flops_by_reg.png
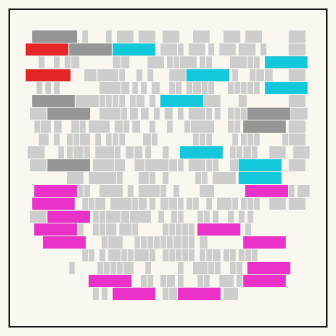
wires.png
Only two layers are drawn.
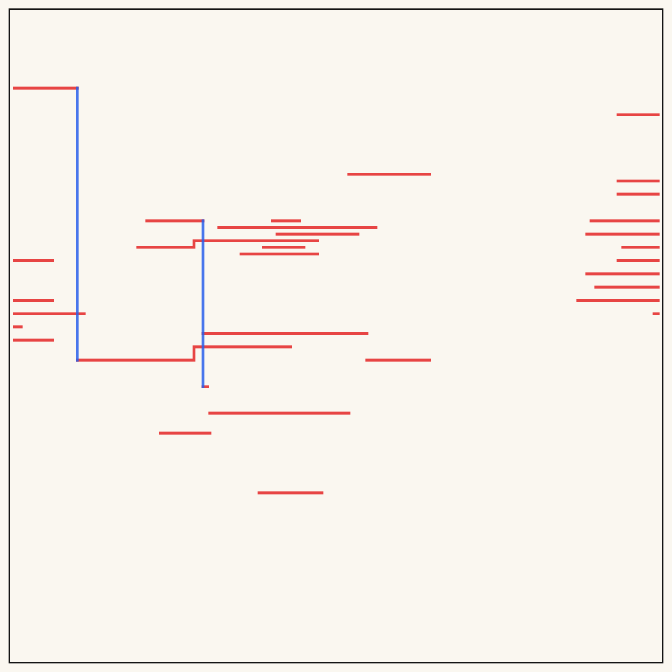
layer_met3.png
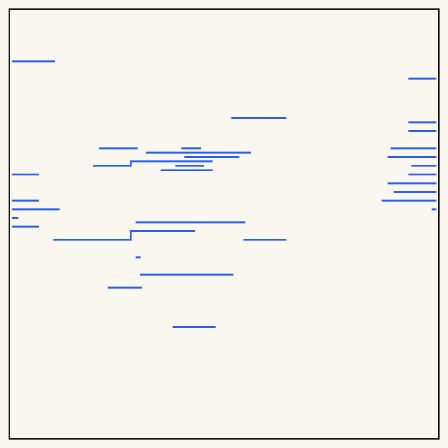
File: config.mk
export PLATFORM = sky130hd
export DESIGN_NAME = tx_framer
export DESIGN_NICKNAME = d
export VERILOG_FILES = /design/src/rtl/pcie_framing_pkg.sv /design/src/rtl/tx_framer.sv
export SDC_FILE = /design/constraint.sdc
export NUM_CORES = 1
export LEC_CHECK = 0
export ABC_AREA = 1
export CAP_MARGIN = 40
export CORE_MARGIN = 3
export CORE_UTILIZATION = 51
export DETAILED_ROUTE_END_ITERATION = 12
export PLACE_DENSITY = 0.78
export SLEW_MARGIN = 10
export SYNTH_ARGS = -nofsm -noshare
export SYNTH_HDL_FRONTEND = slang
export SYNTH_SLANG_ARGS = --single-unit
File: constraint.sdc
create_clock -name clk -period 4.9 [get_ports clk]
set_clock_uncertainty 0.05 [all_clocks]
set_input_delay 0.98 -clock clk [delete_from_list [all_inputs] [get_ports clk]]
set_output_delay 0.98 -clock clk [all_outputs]
set_load 0.02 [all_outputs]
File: src/rtl/pcie_framing_pkg.sv
// Shared PCIe framing definitions: K-symbol codes, the framer state encoding and source-select codes.
// The receive-side byte classifier imports the same symbol constants.
package pcie_framing_pkg;

    localparam logic [7:0] SYM_STP = 8'hFB;
    localparam logic [7:0] SYM_SDP = 8'h5C;
    localparam logic [7:0] SYM_END = 8'hFD;
    localparam logic [7:0] SYM_EDB = 8'hFE;
    localparam logic [7:0] SYM_PAD = 8'hF7;

    typedef enum logic [1:0] {
        ST_IDLE    = 2'd0,
        ST_PAYLOAD = 2'd1,
        ST_TAIL    = 2'd2
    } framer_state_t;

    typedef enum logic [1:0] {
        SRC_TLP  = 2'b01,
        SRC_DLLP = 2'b10
    } src_sel_t;

endpackage

File: src/rtl/tx_framer.sv
// Transmit framer: wraps one TLP (STP..END/EDB) or DLLP (SDP..END) per packet into a registered symbol stream.
// Optional macro TX_FRAMER_PAD_FILL_EN fills idle cycles with PAD K-symbols instead of tx_valid=0.
module tx_framer
    import pcie_framing_pkg::*;
#(
    parameter int MAX_TLP_BYTES = 4096,
    parameter int DLLP_BYTES    = 6,
    parameter int CNT_W         = 13
) (
    input  logic       clk,
    input  logic       rst,
    input  logic       tlp_valid,
    input  logic [7:0] tlp_data,
    input  logic       tlp_last,
    input  logic       tlp_nullify,
    output logic       tlp_ready,
    input  logic       dllp_valid,
    input  logic [7:0] dllp_data,
    output logic       dllp_ready,
    output logic [7:0] tx_byte,
    output logic       tx_dk,
    output logic       tx_valid,
    output logic       tx_abort
);

`ifdef TX_FRAMER_PAD_FILL_EN
    localparam logic [7:0] IDLE_BYTE  = SYM_PAD;
    localparam logic       IDLE_DK    = 1'b1;
    localparam logic       IDLE_VALID = 1'b1;
`else
    localparam logic [7:0] IDLE_BYTE  = 8'h00;
    localparam logic       IDLE_DK    = 1'b0;
    localparam logic       IDLE_VALID = 1'b0;
`endif

    localparam logic [CNT_W-1:0] CNT_MAX_TLP   = CNT_W'(MAX_TLP_BYTES);
    localparam logic [CNT_W-1:0] CNT_DLLP_LAST = CNT_W'(DLLP_BYTES - 1);

    framer_state_t    state_q, state_d;
    src_sel_t         sel_q, sel_d;
    logic [CNT_W-1:0] cnt_q, cnt_d;
    logic [7:0]       tail_q, tail_d;
    logic [7:0]       byte_d;
    logic             dk_d, valid_d, abort_d;

    // Readys depend only on registered state so no valid->ready loop can form upstream.
    assign tlp_ready  = (state_q == ST_PAYLOAD) && (sel_q == SRC_TLP);
    assign dllp_ready = (state_q == ST_PAYLOAD) && (sel_q == SRC_DLLP);

    always_comb begin
        // NOTE: every variable gets a default before the case so no path leaves it unassigned (no latch).
        state_d = state_q;
        sel_d   = sel_q;
        cnt_d   = cnt_q;
        tail_d  = tail_q;
        byte_d  = IDLE_BYTE;
        dk_d    = IDLE_DK;
        valid_d = IDLE_VALID;
        abort_d = 1'b0;

        case (state_q)
            ST_IDLE: begin
                if (dllp_valid) begin
                    {byte_d, dk_d, valid_d} = {SYM_SDP, 1'b1, 1'b1};
                    sel_d   = SRC_DLLP;
                    cnt_d   = '0;
                    state_d = ST_PAYLOAD;
                end else if (tlp_valid) begin
                    {byte_d, dk_d, valid_d} = {SYM_STP, 1'b1, 1'b1};
                    sel_d   = SRC_TLP;
                    cnt_d   = '0;
                    state_d = ST_PAYLOAD;
                end
            end

            ST_PAYLOAD: begin
                // Default outcome is the abort path; accepted bytes override it below.
                {byte_d, dk_d, valid_d} = {SYM_EDB, 1'b1, 1'b1};
                abort_d = 1'b1;
                state_d = ST_IDLE;
                if (sel_q == SRC_DLLP) begin
                    if (dllp_valid) begin
                        {byte_d, dk_d, abort_d} = {dllp_data, 1'b0, 1'b0};
                        cnt_d   = cnt_q + CNT_W'(1);
                        state_d = ST_PAYLOAD;
                        if (cnt_q == CNT_DLLP_LAST) begin
                            tail_d  = SYM_END;
                            state_d = ST_TAIL;
                        end
                    end
                end else if (tlp_valid && !(cnt_q == CNT_MAX_TLP && !tlp_last)) begin
                    {byte_d, dk_d, abort_d} = {tlp_data, 1'b0, 1'b0};
                    cnt_d   = cnt_q + CNT_W'(1);
                    state_d = ST_PAYLOAD;
                    if (tlp_last) begin
                        tail_d  = tlp_nullify ? SYM_EDB : SYM_END;
                        state_d = ST_TAIL;
                    end
                end
            end

            ST_TAIL: begin
                {byte_d, dk_d, valid_d} = {tail_q, 1'b1, 1'b1};
                state_d = ST_IDLE;
            end

            default: state_d = ST_IDLE;
        endcase
    end

    always_ff @(posedge clk or posedge rst) begin
        if (rst) begin
            state_q  <= ST_IDLE;
            sel_q    <= SRC_TLP;
            cnt_q    <= '0;
            tail_q   <= SYM_END;
            tx_byte  <= 8'h00;
            tx_dk    <= 1'b0;
            tx_valid <= 1'b0;
            tx_abort <= 1'b0;
        end else begin
            // NOTE: state uses non-blocking assignments so all registers update from pre-edge values.
            state_q  <= state_d;
            sel_q    <= sel_d;
            cnt_q    <= cnt_d;
            tail_q   <= tail_d;
            tx_byte  <= byte_d;
            tx_dk    <= dk_d;
            tx_valid <= valid_d;
            tx_abort <= abort_d;
        end
    end

endmodule

==> deck_impl_summary.md <==
Physical Implementation Snapshot

Synthesis
  • Top cells by count: 94 x nand2_1, 45 x nor2_1, 32 x inv_1, 28 x dfrtp_1, 14 x a21oi_1
  • Post-Syn Area per Cell: 6.911 µm²
  • Yosys cell count: 273
  • Ys async rst share: 100.0%
  • Adder Area Share: 4.642%
  • Top cell type's share of synthesized area: 37.14%
  • Area leader, netlist: dfrtp_1
  • Top cells by area: dfrtp_1 37%, nand2_1 19%, nor2_1 9.0%
  • Area fraction in mux cells: 0%
  • Yosys aoi share: 7.095%
  • Most frequent cell after synthesis: nand2_1
  • Synthesized instance count: 273
  • XOR/XNOR Fraction of Synth Area: 3.714%
  • Synthesized Nets: 302
  • Yosys reg bits: 30
  • Yosys cell types: 27
  • Cell Area, Synth: 1887 µm²
  • EDFF count, synth: 0

Timing
  • Number of max-slew violations in the final report: 0
  • Tightest Pin Transition: 0.7092 ns
  • Final WS setup: 1.441 ns
  • FMAX: 289.1 MHz
  • Rel. slew slack: 52.67%
  • # setup viols final: 0
  • Tightest hold margin: 0.4181 ns
  • Final Hold Viols: 0
  • Tmin final: 3.459 ns
  • RSZ-0062 raised after global routing: no
  • Cycle use final: 70.60%

Clock tree
  • Clk buf depth: 2
  • Hold_buf cts: 0
  • CTS Root Cell: clkbuf_8
  • Later-pin clock latency in the skew report: 0.27 ns
  • H-tree Lvls: 2
  • Reg clk slew, reported paths: 0.06 ns
  • CTS tree: built
  • Post-CTS resize count: 0
  • CTS Buf Count: 5
  • Post-CTS Setup Bufs: 0

Critical path
  • Worst EP arrival: 2.43 ns
  • Critical path buffers and inverters: 3
  • Critical Path Max Stage Delay: 0.63 ns
  • Most frequent CP cell: inv_1
  • Crit path max-delay family: buffers and inverters
  • Register-to-Register Path Depth: 8
  • Worst setup endpoint: dllp_ready
  • Reg2reg start: state_q[1]$_DFFE_PP0N_
  • Reg-to-reg critical path endpoint: cnt_q[10]$_DFFE_PP0P_
  • Slowest cell on crit path: clkdlybuf4s50_1
  • Type of origin of the critical path: flop
  • Crit path max fanout: 21
  • Worst setup path start: state_q[1]$_DFFE_PP0N_
  • CP endpoint kind: output port
  • WP depth: 5

Power
  • Clk pwr share: 16.1%
  • Internal power: 0.0006525 W
  • Clk power: 0.000186 W
  • Switching part of the total: 43.48%
  • Switch Pwr: 0.0005018 W
  • Pwr top: combinational cells
  • Total power per unit cell area: 495.2 nW/µm²
  • Worst VDD drop: 0.0003633 V
  • Gate power share: 52.0%

Layout
  • Diode count: 0
  • Finished Layout Cells: 355
  • Layout cell share with drive strength beyond 1: 5.178%
  • Commonest Layout Cell: nand2_1
  • Top Layout Cells: 94 x nand2_1, 45 x nor2_1, 34 x clkdlybuf4s50_1
  • Fillers: 298
  • Finished layout cell area: 2331 µm²

Floorplanning
  • Die Ht: 66.83 µm
  • IO Pins: 35
  • Core area: 3442 µm²
  • Die Wd: 66.83 µm
  • # rows: 21
  • Fp util: 54.82%

Route
  • Initial DRT Pass Iterations: 4
  • DR vias/cell: 4.938
  • Detail Route Antenna Nets: 0
  • Residual DRC: 0
  • Initial DRC count: 111

Placement
  • Placer Congestion: 0.8308
  • Post-place instance area: 2251 µm²
  • HPWL Detailed: 3205 µm
  • Place WS: 1.733 ns

Global routing
  • Largest net degree at the start of global routing: 31
  • Initial antenna violation count: 0
  • Gr ovfl total: 0

Job
  • Log Warnings: 31
  • Max cap viols: 0

Min path
  • HP Class: reg -> reg
  • Hold depth: 2
  • Hold Crit Start: tail_q[0]$_DFFE_PP1P_

Run status
  • Status: complete, no violations
Notes on flops_by_reg.png above:
| color | netlist name | placed flops |
|---|---|---|
| cyan | `tx_byte` | 8 |
| magenta | `cnt_q` | 13 |
| red | `tail_q` | 2 |
not colored: 7
Sequential Area: 753.2 µm²
Flop+latch power: 0.000369 W
Seq area share: 32.31%
fin util: 67.72%

Notes on wires.png above:
| color | layer | wire length |
|---|---|---|
| red | metal 3 | 227 µm |
| blue | metal 4 | 44.9 µm |
routed len/inst: 12.02 µm
Via Count: 1,753
detailed-route wire length: 4267 µm
GRT Util Overall: 21.63%

Notes on layer_met3.png above:
nets with wire on the layer: 27
main direction: horizontal
share of all routed wire: 5.3%
wire length on this layer: 227 µm
longest straight run: 16.8 µm
GR Util met3: 4.216%

[flip-flops by register name, summed over array words and instances, names as in the netlist]
register,flops
cnt_q,13
tx_byte,8
sel_q,2
state_q,2
tail_q,2
tx_abort,1
tx_dk,1
tx_valid,1
[routing by layer]
metal	vias up	track usage, %	wire length (µm)
li1	904	-	-
met1	796	30.88	2044
met2	48	33.17	1951
met3	5	4.216	227
met4	0	6.091	44
met5	-	0	0
[cell type report]
class	count	area [µm²]	share of cell area [%]
Multi-Input combinational cell	202	964.7	41.38
Sequential cell	30	753.2	32.31
Timing Repair Buffer	35	347.8	14.92
Inverter	34	127.6	5.475
Clock buffer	8	80.08	3.435
Tap cell	46	57.56	2.469
No activity file was given, so power comes from the tool's default toggle rates.
